File: config.mk
export PLATFORM = sky130hd
export DESIGN_NAME = prbs_gen_64_2v31_tx
export DESIGN_NICKNAME = d
export VERILOG_FILES = /design/src/rtl/prbs_gen_64_2v31_tx.sv
export SDC_FILE = /design/constraint.sdc
export NUM_CORES = 1
export LEC_CHECK = 0
export CORE_AREA = 2 2 120 122
export CTS_BUF_LIST = sky130_fd_sc_hd__clkbuf_8
export DETAILED_ROUTE_END_ITERATION = 8
export DIE_AREA = 0 0 122 124
export GPL_ROUTABILITY_DRIVEN = 0
export GPL_TIMING_DRIVEN = 0
export PLACE_DENSITY = 0.92
export SLEW_MARGIN = 20
export SYNTH_ARGS = -nofsm -noshare
export SYNTH_HDL_FRONTEND = slang
export SYNTH_SLANG_ARGS = --single-unit
File: constraint.sdc
create_clock -name C -period 5.4 [get_ports C]
set_input_delay 1.08 -clock C [delete_from_list [all_inputs] [get_ports C]]
set_output_delay 1.08 -clock C [all_outputs]
set_load 0.05 [all_outputs]
File: src/rtl/prbs_gen_64_2v31_tx.sv
// 64-bit parallel PRBS31 (x^31 + x^28 + 1, XNOR) transmit generator with
// valid/ready output, single-bit error injection and transfer counters.
module prbs_gen_64_2v31_tx #(
  parameter logic [30:0] SEED = 31'h0000_0000
) (
  input  logic        C,
  input  logic        R,
  input  logic        enable,
  input  logic        tx_ready,
  input  logic        inject_err,
  output logic [63:0] tx_data,
  output logic        tx_valid,
  output logic        tx_first,
  output logic [47:0] word_cnt,
  output logic [15:0] err_cnt,
  output logic [1:0]  dbg_state
);

  // The all-ones history is the XNOR lock-up state; fall back to all-zeros.
  localparam logic [30:0] SEED_EFF = (SEED == 31'h7FFF_FFFF) ? 31'h0 : SEED;

  typedef enum logic [1:0] {
    ST_IDLE = 2'd0,
    ST_LOAD = 2'd1,
    ST_RUN  = 2'd2
  } state_t;

  state_t      state_q, state_d;
  logic [30:0] lfsr_q, lfsr_d;
  logic [63:0] data_q, data_d;
  logic        valid_q, valid_d;
  logic        first_q, first_d;
  logic [47:0] cnt_q, cnt_d;
  logic [15:0] errc_q, errc_d;
  logic        pend_q, pend_d;
  logic        cur_err_q, cur_err_d;

  logic [63:0] nxt_word;
  logic [30:0] nxt_lfsr;
  logic [30:0] hist;
  logic        fb;
  logic        load;
  logic        accept;

  // lfsr_q[30] is the oldest bit s[n-31], lfsr_q[0] the newest s[n-1].
  always_comb begin
    hist     = lfsr_q;
    fb       = 1'b0;
    nxt_word = '0;
    for (int i = 0; i < 64; i++) begin
      fb            = ~(hist[30] ^ hist[27]);
      nxt_word[63-i] = fb;
      hist          = {hist[29:0], fb};
    end
    nxt_lfsr = hist;
  end

  // Handshake: a word transfers on a rising edge where tx_valid && tx_ready;
  // while tx_valid is high and tx_ready low, data, first and LFSR are frozen.
  assign accept = valid_q & tx_ready;

  always_comb begin
    state_d   = state_q;
    lfsr_d    = lfsr_q;
    data_d    = data_q;
    valid_d   = valid_q;
    first_d   = first_q;
    cnt_d     = cnt_q;
    errc_d    = errc_q;
    cur_err_d = cur_err_q;
    pend_d    = pend_q | inject_err;
    load      = 1'b0;

    case (state_q)
      ST_IDLE: begin
        lfsr_d  = SEED_EFF;
        pend_d  = 1'b0;
        valid_d = 1'b0;
        if (enable) state_d = ST_LOAD;
      end
      ST_LOAD: begin
        load    = 1'b1;
        first_d = 1'b1;
        cnt_d   = '0;
        state_d = ST_RUN;
      end
      ST_RUN: begin
        if (accept) begin
          cnt_d   = cnt_q + 48'd1;
          first_d = 1'b0;
          if (cur_err_q && (errc_q != 16'hFFFF)) errc_d = errc_q + 16'd1;
          if (enable) begin
            load = 1'b1;
          end else begin
            valid_d = 1'b0;
            state_d = ST_IDLE;
          end
        end
      end
      default: state_d = ST_IDLE;
    endcase

    // A request arriving while a flag is pending merges into it, so a load
    // only re-arms the flag for a request that was not already pending.
    if (load) begin
      data_d    = nxt_word ^ {63'b0, pend_q};
      cur_err_d = pend_q;
      lfsr_d    = nxt_lfsr;
      valid_d   = 1'b1;
      pend_d    = inject_err & ~pend_q;
    end
  end

  always_ff @(posedge C) begin
    if (R) begin
      state_q   <= ST_IDLE;
      lfsr_q    <= SEED_EFF;
      data_q    <= '0;
      valid_q   <= 1'b0;
      first_q   <= 1'b0;
      cnt_q     <= '0;
      errc_q    <= '0;
      pend_q    <= 1'b0;
      cur_err_q <= 1'b0;
    end else begin
      state_q   <= state_d;
      lfsr_q    <= lfsr_d;
      data_q    <= data_d;
      valid_q   <= valid_d;
      first_q   <= first_d;
      cnt_q     <= cnt_d;
      errc_q    <= errc_d;
      pend_q    <= pend_d;
      cur_err_q <= cur_err_d;
    end
  end

  assign tx_data   = data_q;
  assign tx_valid  = valid_q;
  assign tx_first  = first_q;
  assign word_cnt  = cnt_q;
  assign err_cnt   = errc_q;
  assign dbg_state = state_q;

endmodule
==> reports/metrics.yaml, run 1 <==
clock_skew_ps: 10.11
hold_path.class: "register to register"
rrSetupSlack_ps: 2750
rows: 43
largestClassByArea: "logic gates"
drv_slew: 0
post-route-period-util_pct: 61.14
power.leakage_nw: 2.914
rsz0062_at_grt: "false"
tightest_slew_ps: 753.6
lay_top_cells: "178 x nand2_1, 165 x dfxtp_1, 136 x clkdlybuf4s50_1"
status: "completed"
cts_tree: "yes"
p_int_mw: 1.815
enable_flop_cells: 0
clock_sinks: 165
htreeDepth: 4
drv_cap: 0
syn_inst: 880
max-vdd-ir-drop_v: 0.0002491
sh_comb_area_pct: 40.05
met1_usage_pct: 32.36
sequentialPowerShare_pct: 48.8
nonClkBufAreaFrac_pct: 17.87
drc: 0
crit_start: "R"
synthMuxAreaShare_pct: 3.726
clockBufferDepth: 2
finalHoldViolCount: 0
dpl.hpwl_um: 14390
yosys_cells: 880
xor_area_share_pct: 8.616
syn-cell-area_um2: 7421
wl_met1_um: 8433
buffers: 215
first_pass_iters: 8
yosys.stat.seqShare_pct: 44.51
most_common_cell: "nand2_1"
numCtsBuffers: 17
r2r_cells: 10
nClkBuffers: 18
post_cts_resize_count: 0
cpPeakStageDelay_ps: 630
endpoint_kind: "register"
synthArstFlopShare_pct: 0
critPathSlowestCell: "clkbuf_1"
power_density_nw_per_um2: 283.6
cts-root-buf: "clkbuf_8"
largest_register_ffs: 64
chipArea_um2: 15130
grt.total_usage_pct: 26.30
crit_buf_inv: 5
post-place-ws_ps: 1676
antenna_found_initial: 0
fp_util_pct: 54.09
num-nets-final: 1045
lay_top_count: "nand2_1"
regToRegStartpoint: "dbg_state[0]$_SDFFE_PP0P_"
finalWorstPathRequiredPeriod_ps: 3301
core-area_um2: 13720
p_sw_share_pct: 31.80
drt-initial-drc-count: 678
flop_cell: "dfxtp_1"
crit_chain: "clkdlybuf4s50_1, clkbuf_1, clkbuf_1, clkbuf_1, clkbuf_1, a21oi_1"
topCombFamilyByArea: "simple AND/OR/NAND/NOR gates"
drive_gt1_share_pct: 5.253
synth.distinct_cells: 46
worst_slack_ps: 2099
simple_gate_share_pct: 23.62
endpoint: "tx_data[34]$_SDFFE_PP0P_"
met3_wirelength_um: 1333
drt-wirelength-per-cell_um: 16.16
vias_per_cell: 5.708
required_ps: 5730
placed_area_um2: 9007
relSlewSlack_pct: 49.76
stdcell_area_um2: 9382
cp.depth: 6
overflow: 0
==> run_1/io_fan.png <==
(3 px per um)
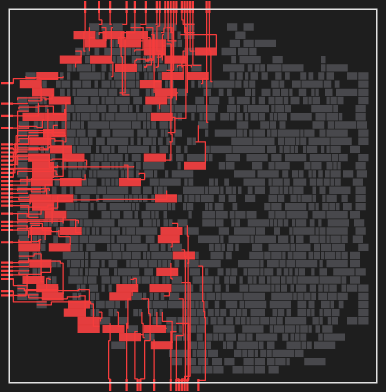
port	colour	bits	direction	end cells	buffers	wire
tx_data	red	64	output	64	64	2090 um
IO Count: 137
IO buf count: 136

==> run_1/flops_by_reg.png <==
(2 px per um) Other sequential cells in the stronger grey, the rest of the logic in the fainter grey.
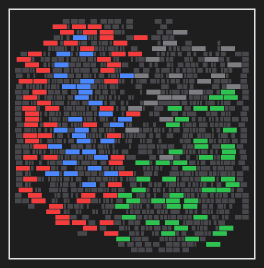
signal	colour	sequential cells
word_cnt	green	48
lfsr_q	blue	31
tx_data	red	64
Sequential Area: 3303 um2
Seq/total area: 35.21%

==> run_1/io_placement.png <==
(2 px per um) Pins as bars across the die edge, other pins in grey.
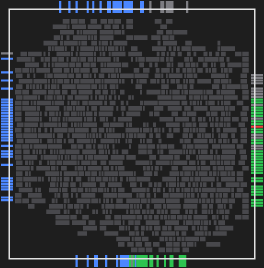
port	colour	pins	direction	edge
tx_data	blue	64	output	32 left, 20 top, 12 bottom
word_cnt	green	48	output	30 right, 18 bottom
tx_first	red	1	output	right
Die Wd: 122 um
Die H: 124 um

==> run_1/wires.png <==
(3 px per um)
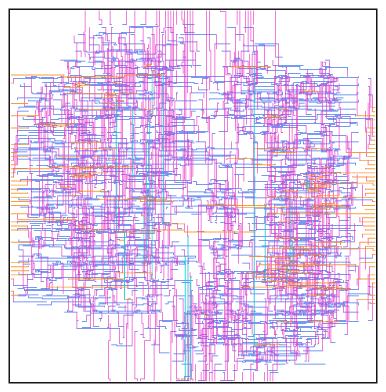

==> inputs of run 2 (changes only) <==
- CORE_AREA: 2 2 120 122 -> 2 2 121 123
- DIE_AREA: 0 0 122 124 -> 0 0 123 125
- PLACE_DENSITY: 0.92 -> 0.91
- clock period: 5.4 -> 3.32 ns (I/O delays scaled with it)
==> run_2/wires.png <==
(3 px per um)
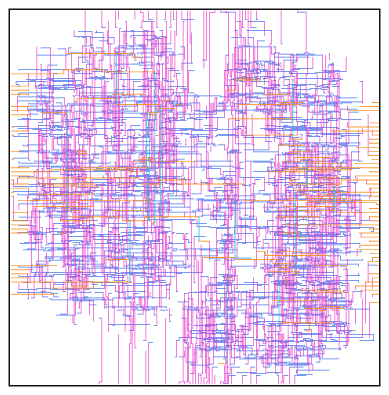
layer	colour	wire length
metal 3	orange	1600 um
metal 1	blue	8070 um
metal 2	magenta	9930 um
metal 4	cyan	363 um
gr usage total: 26.08%
Routed WL per cell: 16.22 um
total number of vias: 6924
WL final: 19960 um

==> run_2/io_fan.png <==
(3 px per um)
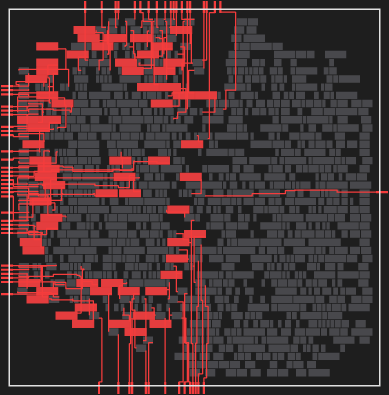
port	colour	bits	direction	end cells	buffers	wire
tx_data	red	64	output	64	64	2160 um

==> reports/metrics.yaml, run 2 <==
status: "completed"
ys_seq_elements: 165
simple_gate_share_pct: 23.62  # unchanged
num-nets-final: 1045  # unchanged
rows: 44  # +2.3%
required_ps: 3660  # -2070 ps
flop_cell: "dfxtp_1"
relSlewSlack_pct: 50.86  # +1.1 points
clockBufferDepth: 2  # unchanged
htreeDepth: 4  # unchanged
crit_chain: "clkdlybuf4s50_1, clkbuf_1, clkbuf_1, clkbuf_1, clkbuf_1, nor2_1"
lay_top_count: "nand2_1"
max-vdd-ir-drop_v: 0.0003992  # +60%
xor_area_share_pct: 8.616  # unchanged
seq_area_share_pct: 35.19  # about the same
power.group.top: "sequential cells"
synthArstFlopShare_pct: 0  # unchanged
ff_count: 165
lay_top_cells: "178 x nand2_1, 165 x dfxtp_1, 136 x clkdlybuf4s50_1"
antenna_found_initial: 0  # unchanged
rrSetupSlack_ps: 670  # -2080 ps
post-route-period-util_pct: 88.44
enable_flop_cells: 0  # unchanged
clk_share_pct: 3.998
syn_to_final_growth_pct: 26.50
port_buffers: 136  # unchanged
p_int_mw: 3.026  # +67%
clock_sinks: 165  # unchanged
syn_inst: 880  # unchanged
topCombFamilyByArea: "simple AND/OR/NAND/NOR gates"
cts_setup_buffers: 0
synthMuxAreaShare_pct: 3.726  # unchanged
endpoint: "dbg_state[1]$_SDFFE_PP0P_"
most_common_cell: "nand2_1"
drv_slew: 0  # unchanged
ff_latch_area_um2: 3303  # unchanged
crit_start: "R"
drc: 0  # unchanged
dp_cells: 1200
core-area_um2: 14200  # +3.5%
yosys.stat.seqShare_pct: 44.51  # unchanged
sh_comb_area_pct: 40.02  # about the same
overflow: 0  # unchanged
synth.distinct_cells: 46  # unchanged
cp.depth: 6  # unchanged
drt-initial-drc-count: 852  # +26%
power_density_nw_per_um2: 464.9  # +64%
post-place-ws_ps: -53.95  # -1729 ps
clk-power_mw: 1.41
met1_usage_pct: 32.02  # -0.34 points
regToRegStartpoint: "dbg_state[0]$_SDFFE_PP0P_"
power.leakage_nw: 2.939  # +0.84%
post_cts_resize_count: 0  # unchanged
tightest_slew_ps: 737.1  # -16.46 ps
r2r_cells: 10  # unchanged
nonClkBufAreaFrac_pct: 17.86  # about the same
chipArea_um2: 15380  # +1.6%
yosys.area.top_type: "dfxtp_1"
dpl.hpwl_um: 14420  # +0.24%
critPathSlowestCell: "clkbuf_1"
wl_met1_um: 8073  # -4.3%
p_sw_share_pct: 30.66  # -1.1 points
ys_sh_adder_pct: 0.8430
r2r_end: "tx_data[53]$_SDFFE_PP0P_"
numCtsBuffers: 17  # unchanged
cts-root-buf: "clkbuf_8"
final_antenna_net_count: 0
die_width_um: 123  # +0.82%
hold_end: "tx_data[38]$_SDFFE_PP0P_"
finalHoldViolCount: 0  # unchanged
drv_cap: 0  # unchanged
placed_area_um2: 9012  # about the same
sequentialPowerShare_pct: 48.4  # -0.4 points
endpoint_kind: "register"
stdcell_area_um2: 9388  # about the same
path_common_cell: "clkbuf_1"
crit_path_start_kind: "input pin"
fp_util_pct: 52.25  # -1.8 points
cpPeakStageDelay_ps: 610  # -20 ps
largestClassByArea: "logic gates"
die_height_um: 125  # +0.81%
nClkBuffers: 19  # +1
hold_path.class: "register to register"
synth_area_per_cell_um2: 8.433
grt-busiest-layer: "met2"
crit_buf_inv: 5  # unchanged
first_pass_iters: 5  # -3
io_pins: 137  # unchanged
syn-cell-area_um2: 7421  # unchanged
clock_skew_ps: 12.59  # +2.482 ps
met3_wirelength_um: 1601  # +20%
drive_gt1_share_pct: 4.871  # -0.38 points
buffers: 215  # unchanged
yosys_cells: 880  # unchanged
cp_max_fo: 10
largest_register_ffs: 64  # unchanged
vias_per_cell: 5.625  # -1.5%
wl_met2_um: 9925
finalWorstPathRequiredPeriod_ps: 2936
worst_slack_ps: 383.8  # -1715 ps
rsz0062_at_grt: "false"
cts_tree: "yes"
==> run_2/congestion.png <==
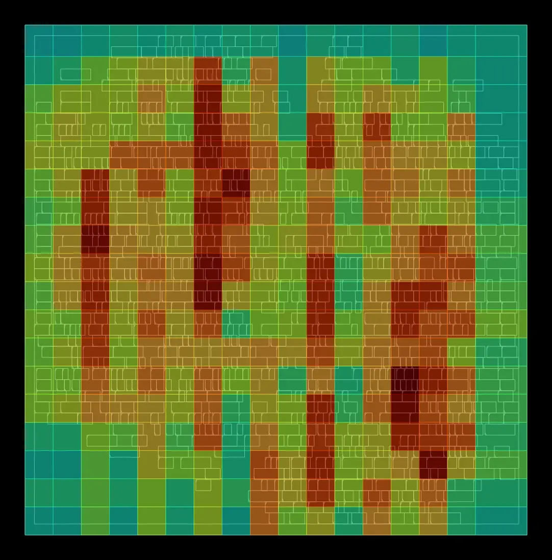

==> inputs of run 3 (changes only) <==
- ABC_CLOCK_PERIOD_IN_PS: default -> 3700
- CORE_AREA: 2 2 121 123 -> 2 2 120 122
- DIE_AREA: 0 0 123 125 -> 0 0 122 124
- PLACE_DENSITY: 0.91 -> 0.92
- clock period: 3.32 -> 3.7 ns (I/O delays scaled with it)
==> run_3/congestion.png <==
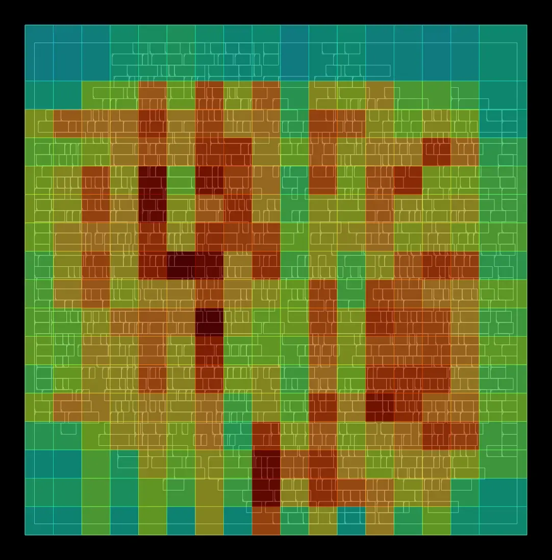
M1 GR Usage: 32.36%
met3 Use GR: 4.991%
gr usage total: 26.27%
busiest grt layer: met2
grt met2 use: 44.69%

==> run_3/io_fan.png <==
(3 px per um)
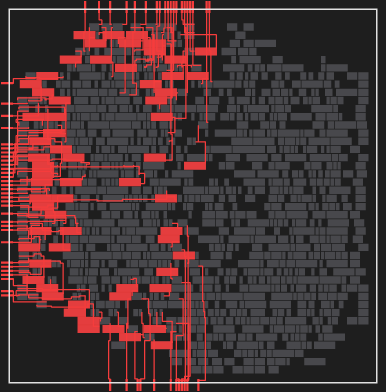
port	colour	bits	direction	end cells	buffers	wire
tx_data	red	64	output	64	64	2090 um

==> reports/metrics.yaml, run 3 <==
rows: 43  # -2.3%
max-vdd-ir-drop_v: 0.0003619  # -9.4%
syn_inst: 880  # unchanged
lay_top_cells: "178 x nand2_1, 165 x dfxtp_1, 136 x clkdlybuf4s50_1"
htreeDepth: 4  # unchanged
overflow: 0  # unchanged
synth_area_per_cell_um2: 8.433  # unchanged
topCombFamilyByArea: "simple AND/OR/NAND/NOR gates"
crit_path_start_kind: "input pin"
endpoint: "tx_data[34]$_SDFFE_PP0P_"
buffers: 215  # unchanged
drv_cap: 0  # unchanged
xor_area_share_pct: 8.616  # unchanged
r2r_cells: 10  # unchanged
die_width_um: 122  # -0.81%
vias: 7033  # +1.6%
cts_setup_buffers: 0  # unchanged
power.group.top: "sequential cells"
relSlewSlack_pct: 49.89  # -0.97 points
fp_util_pct: 54.09  # +1.8 points
numCtsBuffers: 17  # unchanged
ff_count: 165  # unchanged
largest_register_ffs: 64  # unchanged
cts.clk_slew.worst_paths_ps: 80
die_height_um: 124  # -0.80%
yosys_cells: 880  # unchanged
core-area_um2: 13720  # -3.4%
sequentialPowerShare_pct: 48.7  # +0.3 points
most_common_cell: "nand2_1"
crit_chain: "clkdlybuf4s50_1, clkbuf_1, clkbuf_1, clkbuf_1, clkbuf_1, a21oi_1"
endpoint_kind: "register"
cp.depth: 6  # unchanged
placed_area_um2: 9007  # about the same
rsz0062_at_grt: "false"
ys_seq_elements: 165  # unchanged
synth.distinct_cells: 46  # unchanged
post-route-period-util_pct: 80.01
crit_buf_inv: 5  # unchanged
chipArea_um2: 15130  # -1.6%
synthArstFlopShare_pct: 0  # unchanged
enable_flop_cells: 0  # unchanged
stdcell_area_um2: 9382  # about the same
ys_sh_adder_pct: 0.8430  # unchanged
regToRegStartpoint: "dbg_state[0]$_SDFFE_PP0P_"
port_buffers: 136  # unchanged
status: "completed"
rrSetupSlack_ps: 1040  # +370 ps
p_int_mw: 2.649  # -12%
nClkBuffers: 18  # -1
drc: 0  # unchanged
seq_area_share_pct: 35.21  # about the same
finalWorstPathRequiredPeriod_ps: 2960
syn-cell-area_um2: 7421  # unchanged
dpl.hpwl_um: 14390  # -0.24%
power.leakage_nw: 2.914  # -0.84%
first_pass_iters: 5  # unchanged
simple_gate_share_pct: 23.62  # unchanged
clock_sinks: 165  # unchanged
lay_top_count: "nand2_1"
num-nets-final: 1045  # unchanged
sh_comb_area_pct: 40.05  # about the same
post_cts_resize_count: 0  # unchanged
r2r_end: "tx_data[52]$_SDFFE_PP0P_"
met3_wirelength_um: 1330  # -17%
dp_cells: 1196  # -0.33%
drt-initial-drc-count: 686  # -19%
hold_end: "tx_data[37]$_SDFFE_PP0P_"
yosys.stat.seqShare_pct: 44.51  # unchanged
vias_per_cell: 5.732  # +1.9%
ff_latch_area_um2: 3303  # unchanged
final_util_pct: 68.38
wl_met1_um: 8401  # +4.1%
crit_start: "R"
power_density_nw_per_um2: 414.1  # -11%
clockBufferDepth: 2  # unchanged
drv_slew: 0  # unchanged
cp_max_fo: 10  # unchanged
p_sw_share_pct: 31.83  # +1.2 points
post-place-ws_ps: 315.5  # +369.5 ps
nonClkBufAreaFrac_pct: 17.87  # about the same
clk-power_mw: 1.23  # -10%
largestClassByArea: "logic gates"
io_pins: 137  # unchanged
cpPeakStageDelay_ps: 620  # about the same
required_ps: 4030  # +370 ps
drive_gt1_share_pct: 5.253  # +0.38 points
path_common_cell: "clkbuf_1"
hold_path.class: "register to register"
tightest_slew_ps: 751.7  # +14.55 ps
drt-wirelength-per-cell_um: 16.15  # -0.41%
finalHoldViolCount: 0  # unchanged
cts_tree: "yes"
yosys.area.top_type: "dfxtp_1"
flop_cell: "dfxtp_1"
critPathSlowestCell: "clkbuf_1"
drt_wl_total_um: 19820  # -0.74%
